`src/rtl/mem_lsu_if.sv`:
```
// mem_lsu_if -- bundle of the load/store unit's handshake and memory buses.
//
// Request channel  : iReqValid/oReqReady, iReqWr, iReqFunc3, iReqAddr, iReqWrData
// Response channel : oRespValid/iRespReady, oRespData, oRespErr
// Memory read      : oMemRdEn, oMemRdAddrLoad, iMemRdDataLoad (data one cycle after enable)
// Memory write     : oMemWrEn, oMemWrAddr, oMemWrData, oMemWrLen (bytes)
//
// Modport slave is the LSU's view; modport master is the surrounding core/memory view.
interface mem_lsu_if #(
    parameter int ADDR_WIDTH = 64,
    parameter int DATA_WIDTH = 64
);
    logic                  iReqValid;
    logic                  oReqReady;
    logic                  iReqWr;
    logic [2:0]            iReqFunc3;
    logic [ADDR_WIDTH-1:0] iReqAddr;
    logic [DATA_WIDTH-1:0] iReqWrData;

    logic                  oRespValid;
    logic                  iRespReady;
    logic [DATA_WIDTH-1:0] oRespData;
    logic                  oRespErr;

    logic                  oMemRdEn;
    logic [ADDR_WIDTH-1:0] oMemRdAddrLoad;
    logic [DATA_WIDTH-1:0] iMemRdDataLoad;

    logic                  oMemWrEn;
    logic [ADDR_WIDTH-1:0] oMemWrAddr;
    logic [DATA_WIDTH-1:0] oMemWrData;
    logic [7:0]            oMemWrLen;

    modport slave (
        input  iReqValid, iReqWr, iReqFunc3, iReqAddr, iReqWrData,
        input  iRespReady, iMemRdDataLoad,
        output oReqReady, oRespValid, oRespData, oRespErr,
        output oMemRdEn, oMemRdAddrLoad,
        output oMemWrEn, oMemWrAddr, oMemWrData, oMemWrLen
    );

    modport master (
        output iReqValid, iReqWr, iReqFunc3, iReqAddr, iReqWrData,
        output iRespReady, iMemRdDataLoad,
        input  oReqReady, oRespValid, oRespData, oRespErr,
        input  oMemRdEn, oMemRdAddrLoad,
        input  oMemWrEn, oMemWrAddr, oMemWrData, oMemWrLen
    );
endinterface

```
`src/rtl/mem_lsu.sv`:
```
// mem_lsu -- single-outstanding RISC-V load/store unit.
//
// Accepts one request at a time, checks size/alignment, performs a single
// 8-byte-aligned memory read (loads) or one write pulse (stores), and returns
// an extended load result or an error flag on the response channel.
//
// Ports:
//   iClock : clock, rising edge
//   iReset : asynchronous active-low reset
//   bus    : mem_lsu_if.slave (request, response, memory read/write buses)
module mem_lsu #(
    parameter int ADDR_WIDTH = 64,
    parameter int DATA_WIDTH = 64
) (
    input  logic       iClock,
    input  logic       iReset,
    mem_lsu_if.slave   bus
);

    typedef enum logic [2:0] {IDLE, RD_REQ, RD_DATA, WR, RESP} state_t;

    state_t                state;
    state_t                state_nxt;

    logic                  wr_q;
    logic [2:0]            func3_q;
    logic [ADDR_WIDTH-1:0] addr_q;
    logic [DATA_WIDTH-1:0] wdata_q;
    logic                  err_q;
    logic [DATA_WIDTH-1:0] resp_data_q;

    logic                  req_fire;
    logic                  req_illegal;
    logic [DATA_WIDTH-1:0] rd_shifted;

    // Size comes from funct3[1:0]; the unsigned variants share the size code.
    function automatic logic is_illegal(input logic wr, input logic [2:0] f3,
                                        input logic [2:0] alo);
        logic bad;
        bad = 1'b0;
        if (!wr && f3 == 3'b111) bad = 1'b1;
        if (wr && f3[2])         bad = 1'b1;
        case (f3[1:0])
            2'b01:   if (alo[0]   != 1'b0)  bad = 1'b1;
            2'b10:   if (alo[1:0] != 2'b00) bad = 1'b1;
            2'b11:   if (alo      != 3'b000) bad = 1'b1;
            default: ;
        endcase
        return bad;
    endfunction

    function automatic logic [DATA_WIDTH-1:0] extend(input logic [2:0] f3,
                                                     input logic [DATA_WIDTH-1:0] raw);
        case (f3)
            3'b000:  return {{(DATA_WIDTH-8){raw[7]}},   raw[7:0]};
            3'b001:  return {{(DATA_WIDTH-16){raw[15]}}, raw[15:0]};
            3'b010:  return {{(DATA_WIDTH-32){raw[31]}}, raw[31:0]};
            3'b011:  return raw;
            3'b100:  return {{(DATA_WIDTH-8){1'b0}},  raw[7:0]};
            3'b101:  return {{(DATA_WIDTH-16){1'b0}}, raw[15:0]};
            3'b110:  return {{(DATA_WIDTH-32){1'b0}}, raw[31:0]};
            default: return '0;
        endcase
    endfunction

    assign req_fire    = bus.iReqValid & bus.oReqReady;
    assign req_illegal = is_illegal(bus.iReqWr, bus.iReqFunc3, bus.iReqAddr[2:0]);
    // Bring the addressed byte down to bit 0 of the returned dword.
    assign rd_shifted  = bus.iMemRdDataLoad >> {addr_q[2:0], 3'b000};

    // State register
    always_ff @(posedge iClock or negedge iReset) begin
        if (!iReset) state <= IDLE;
        else         state <= state_nxt;
    end

    // Next-state logic
    always_comb begin
        state_nxt = state;
        case (state)
            IDLE: begin
                if (req_fire) begin
                    if (req_illegal)     state_nxt = RESP;
                    else if (bus.iReqWr) state_nxt = WR;
                    else                 state_nxt = RD_REQ;
                end
            end
            RD_REQ:  state_nxt = RD_DATA;
            RD_DATA: state_nxt = RESP;
            WR:      state_nxt = RESP;
            RESP:    if (bus.iRespReady) state_nxt = IDLE;
            default: state_nxt = IDLE;
        endcase
    end

    // Outputs decoded from state; enables vanish as soon as reset forces IDLE.
    // Ready is also gated by reset so nothing is accepted while it is held.
    always_comb begin
        bus.oReqReady  = (state == IDLE) & iReset;
        bus.oMemRdEn   = (state == RD_REQ);
        bus.oMemWrEn   = (state == WR);
        bus.oRespValid = (state == RESP);
    end

    assign bus.oMemRdAddrLoad = {addr_q[ADDR_WIDTH-1:3], 3'b000};
    assign bus.oMemWrAddr     = addr_q;
    assign bus.oMemWrData     = wdata_q;
    assign bus.oMemWrLen      = 8'd1 << func3_q[1:0];
    assign bus.oRespData      = resp_data_q;
    assign bus.oRespErr       = err_q;

    // Request latch and response registers
    always_ff @(posedge iClock or negedge iReset) begin
        if (!iReset) begin
            wr_q        <= 1'b0;
            func3_q     <= '0;
            addr_q      <= '0;
            wdata_q     <= '0;
            err_q       <= 1'b0;
            resp_data_q <= '0;
        end else if (req_fire) begin
            wr_q        <= bus.iReqWr;
            func3_q     <= bus.iReqFunc3;
            addr_q      <= bus.iReqAddr;
            wdata_q     <= bus.iReqWrData;
            err_q       <= req_illegal;
            // Stores and errors respond with zero data.
            resp_data_q <= '0;
        end else if (state == RD_DATA && !wr_q) begin
            resp_data_q <= extend(func3_q, rd_shifted);
        end
    end

endmodule

```
`src/flat_wrapper.sv`:
```
// flat-port wrapper written by rule: the top's interface ports become plain ports
module mem_lsu_flat 
#(
    parameter int ADDR_WIDTH = 64,
    parameter int DATA_WIDTH = 64
)
  (iClock, iReset, bus_iReqValid, bus_iReqWr, bus_iReqFunc3, bus_iReqAddr, bus_iReqWrData, bus_iRespReady, bus_iMemRdDataLoad, bus_oReqReady, bus_oRespValid, bus_oRespData, bus_oRespErr, bus_oMemRdEn, bus_oMemRdAddrLoad, bus_oMemWrEn, bus_oMemWrAddr, bus_oMemWrData, bus_oMemWrLen);
  mem_lsu_if #(.ADDR_WIDTH(ADDR_WIDTH), .DATA_WIDTH(DATA_WIDTH)) bus_i ();
  input  logic iClock;
  input  logic iReset;
  input wire logic [$bits(bus_i.iReqValid)-1:0] bus_iReqValid;
  input wire logic [$bits(bus_i.iReqWr)-1:0] bus_iReqWr;
  input wire logic [$bits(bus_i.iReqFunc3)-1:0] bus_iReqFunc3;
  input wire logic [$bits(bus_i.iReqAddr)-1:0] bus_iReqAddr;
  input wire logic [$bits(bus_i.iReqWrData)-1:0] bus_iReqWrData;
  input wire logic [$bits(bus_i.iRespReady)-1:0] bus_iRespReady;
  input wire logic [$bits(bus_i.iMemRdDataLoad)-1:0] bus_iMemRdDataLoad;
  output wire logic [$bits(bus_i.oReqReady)-1:0] bus_oReqReady;
  output wire logic [$bits(bus_i.oRespValid)-1:0] bus_oRespValid;
  output wire logic [$bits(bus_i.oRespData)-1:0] bus_oRespData;
  output wire logic [$bits(bus_i.oRespErr)-1:0] bus_oRespErr;
  output wire logic [$bits(bus_i.oMemRdEn)-1:0] bus_oMemRdEn;
  output wire logic [$bits(bus_i.oMemRdAddrLoad)-1:0] bus_oMemRdAddrLoad;
  output wire logic [$bits(bus_i.oMemWrEn)-1:0] bus_oMemWrEn;
  output wire logic [$bits(bus_i.oMemWrAddr)-1:0] bus_oMemWrAddr;
  output wire logic [$bits(bus_i.oMemWrData)-1:0] bus_oMemWrData;
  output wire logic [$bits(bus_i.oMemWrLen)-1:0] bus_oMemWrLen;
  assign bus_i.iReqValid = bus_iReqValid;
  assign bus_i.iReqWr = bus_iReqWr;
  assign bus_i.iReqFunc3 = bus_iReqFunc3;
  assign bus_i.iReqAddr = bus_iReqAddr;
  assign bus_i.iReqWrData = bus_iReqWrData;
  assign bus_i.iRespReady = bus_iRespReady;
  assign bus_i.iMemRdDataLoad = bus_iMemRdDataLoad;
  assign bus_oReqReady = bus_i.oReqReady;
  assign bus_oRespValid = bus_i.oRespValid;
  assign bus_oRespData = bus_i.oRespData;
  assign bus_oRespErr = bus_i.oRespErr;
  assign bus_oMemRdEn = bus_i.oMemRdEn;
  assign bus_oMemRdAddrLoad = bus_i.oMemRdAddrLoad;
  assign bus_oMemWrEn = bus_i.oMemWrEn;
  assign bus_oMemWrAddr = bus_i.oMemWrAddr;
  assign bus_oMemWrData = bus_i.oMemWrData;
  assign bus_oMemWrLen = bus_i.oMemWrLen;
  mem_lsu #(.ADDR_WIDTH(ADDR_WIDTH), .DATA_WIDTH(DATA_WIDTH)) u_core (.iClock(iClock), .iReset(iReset), .bus(bus_i));
endmodule
```
`config.mk`:
```
export PLATFORM = sky130hd
export DESIGN_NAME = mem_lsu_flat
export DESIGN_NICKNAME = d
export VERILOG_FILES = /design/src/rtl/mem_lsu_if.sv /design/src/rtl/mem_lsu.sv /design/src/flat_wrapper.sv
export SDC_FILE = /design/constraint.sdc
export NUM_CORES = 1
export LEC_CHECK = 0
export ABC_AREA = 1
export CAP_MARGIN = 20
export CORE_AREA = 2 2 184 186
export CTS_CLUSTER_SIZE = 40
export DETAILED_ROUTE_END_ITERATION = 7
export DIE_AREA = 0 0 186 188
export PLACE_DENSITY = 0.64
export SYNTH_ARGS = -nofsm -noshare
export SYNTH_HDL_FRONTEND = slang
export SYNTH_SLANG_ARGS = --single-unit
```
`constraint.sdc`:
```
create_clock -name iClock -period 4.3 [get_ports iClock]
set_clock_uncertainty 0.2 [all_clocks]
set_input_delay 0.86 -clock iClock [delete_from_list [all_inputs] [get_ports iClock]]
set_output_delay 0.86 -clock iClock [all_outputs]
set_load 0.01 [all_outputs]
```
==> reports/metrics.cfg <==
[sta]
fmax_mhz = 316.5
relSlewSlack_pct = 35.47
setup_violations = 0
hold_slack_ns = 0.08346
drv_slew = 0
fin_crit_ns = 3.159
rsz0062_at_grt = no
fin_setup_tns_ns = 0
final_hold_viol_count = 0
setup_ws_ns = 1.141
finalClockPeriodUsage_pct = 73.47

[die]
initial_core_util_pct = 31.72
die_h_um = 188
dieArea_um2 = 34970
core-area_um2 = 33110
rows = 67
ioPinCount = 469
fp.dieW_um = 186

[final_layout]
clockBufferCount = 19
lay_top_count = nand2_1
mi_logic_area_um2 = 4359
area_growth_pct = 46.84
flop-count = 200
fillers = 3302
seq_area_um2 = 5007
inv_count = 39
fin_util_pct = 46.57
area_dominant_class = registers
fin_nets = 1965
fin_cells = 2226
final_layout_top_logic_cells = nand2_1, clkdlybuf4s50_1, dfrtp_1
antenna_cells = 0
clkCellAreaFrac_pct = 3.708
sh_comb_area_pct = 28.27
seq-cell-share_pct = 32.47
n_all_buffers = 476

[placement]
port_buffers = 461
dp_cells = 2194
dpl-instance-area_um2 = 14850
hpwlAfterDp_um = 30660
routabilityCongestion = 0.8998
pre_cts_ws_ns = 1.231

[flow_run]
drv_cap = 0
log.warning_count = 28

[clocking]
path_clk_slew_ns = 0.07
post_cts_resized = 0
cts.htree.levels = 4
ctsRootBufferMaster = clkbuf_16
numCtsBuffers = 17
post_cts_buffers = 0
cts_tree = yes
clock_sink_count = 200
postCtsHoldBufs = 0

[synth]
netlist_top_cells_count = nand2_1, dfrtp_1, buf_4, o21ai_0, nand3_1
syn-cell-area_um2 = 10500
synth_flops = 200
synth_simple_gate_area_share_pct = 34.44
top_cell_area_share_pct = 47.65
synth_cell_types = 37
ys_chip_area_um2 = 10500
largest_area_cell = dfrtp_1
mux_share_pct = 0.1906
aoi_share_pct = 6.505
avgSynthCellArea_um2 = 7.386
synthCells = 1422
synth-adder-area-share_pct = 0
top_cells_by_area = dfrtp_1, nand2_1, buf_4
yosys_warnings = 0
edf_count = 0
async_reset_ff_share_pct = 100.0
yosysSeqAreaShare_pct = 47.65
top_cell = nand2_1
synth_stat.cells = 1422

[grt]
grtUsageMet2_pct = 39.65
grt_pass1_wl_um = 61600
met1_usage_pct = 28.14
busiest_layer = met2
overflow = 0
grtUsageMet3_pct = 7.322
grtUsageTotal_pct = 23.33
antenna_found_initial = 3

[power_and_ir_drop]
powerSeq_mw = 3.39
ir_drop_v = 0.0003530
p_sw_mw = 4.810
leakage_nw = 7.504
pg_comb_mw = 6.17
power.largest_group = combinational cells
sequentialPowerShare_pct = 30.4
swShare_pct = 43.06
power_mw = 11.17
intPower_mw = 6.362
combPwrFrac_pct = 55.2
power_density_nw_per_um2 = 724.5

[route]
wire_per_inst_um = 18.56
top_layer = met5
drt_iter0_drc = 942
dr.pass1.iters = 8
drt_wl_total_um = 41310
drc = 0
vias_per_cell = 4.709
ant_nets = 0
via_count = 10480
routed-wl-met2_um = 20600
dr_wl_met3_um = 3895
wl_met1_um = 15710

[critical_path]
r2r_cells = 12
cp_slowest_cell = clkdlybuf4s50_1
regToRegSetupSlack_ns = 1.41
crit_path_end = bus_oMemWrAddr[1]
crit_chain = buf_4 -> clkdlybuf4s50_1
critPathMaxFanout = 80
critical-path-top-delay-family = buffers and inverters
r2r-start = u_core.bus.oMemWrAddr[0]
crit_path_start_kind = flip-flop
crit_buf_inv = 2
crit_arrival_ns = 2.10
cp-end-kind = output port
startpoint = u_core.bus.oMemWrAddr[1]
r2r_end = u_core.bus.oRespData[17]
path_class = reg2out
critical_path_required_ns = 3.24

[status]
status = finished clean

[worst_hold_path]
hp-class = in2async

Figure 1. Routed clock nets over the placement.
(1.5 px per µm)
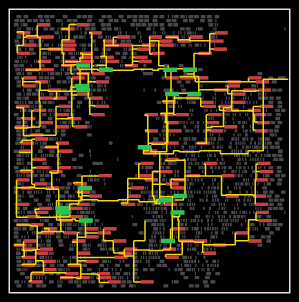
Key: flip-flops = red [count 200]; clock wires = yellow [length 2,780 µm]; clock drivers = green [count 17]
Position of the flops: spread over the die. There are 18 routed clock nets.
P_clk: 1.61 mW
Clk pwr share: 14.4%
Late-Pin Clk Latency: 0.44 ns

Figure 2. Zoomed window.
Window x 130 to 150, y 37 to 57 µm. Cells in gray, sequential cells in the stronger gray; small squares are vias.
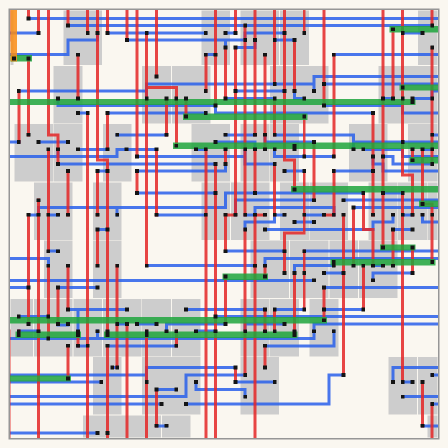
Key: metal 3 = green; metal 2 = red; metal 1 = blue; metal 4 = orange
Most frequent: nand2_1 (21), o21ai_0 (7), nand3_1 (6). 46 logic cells have their middle in the window. Sequential cells in the window: 0.

Power figures rest on the tool's default switching activity, not on a simulated workload.
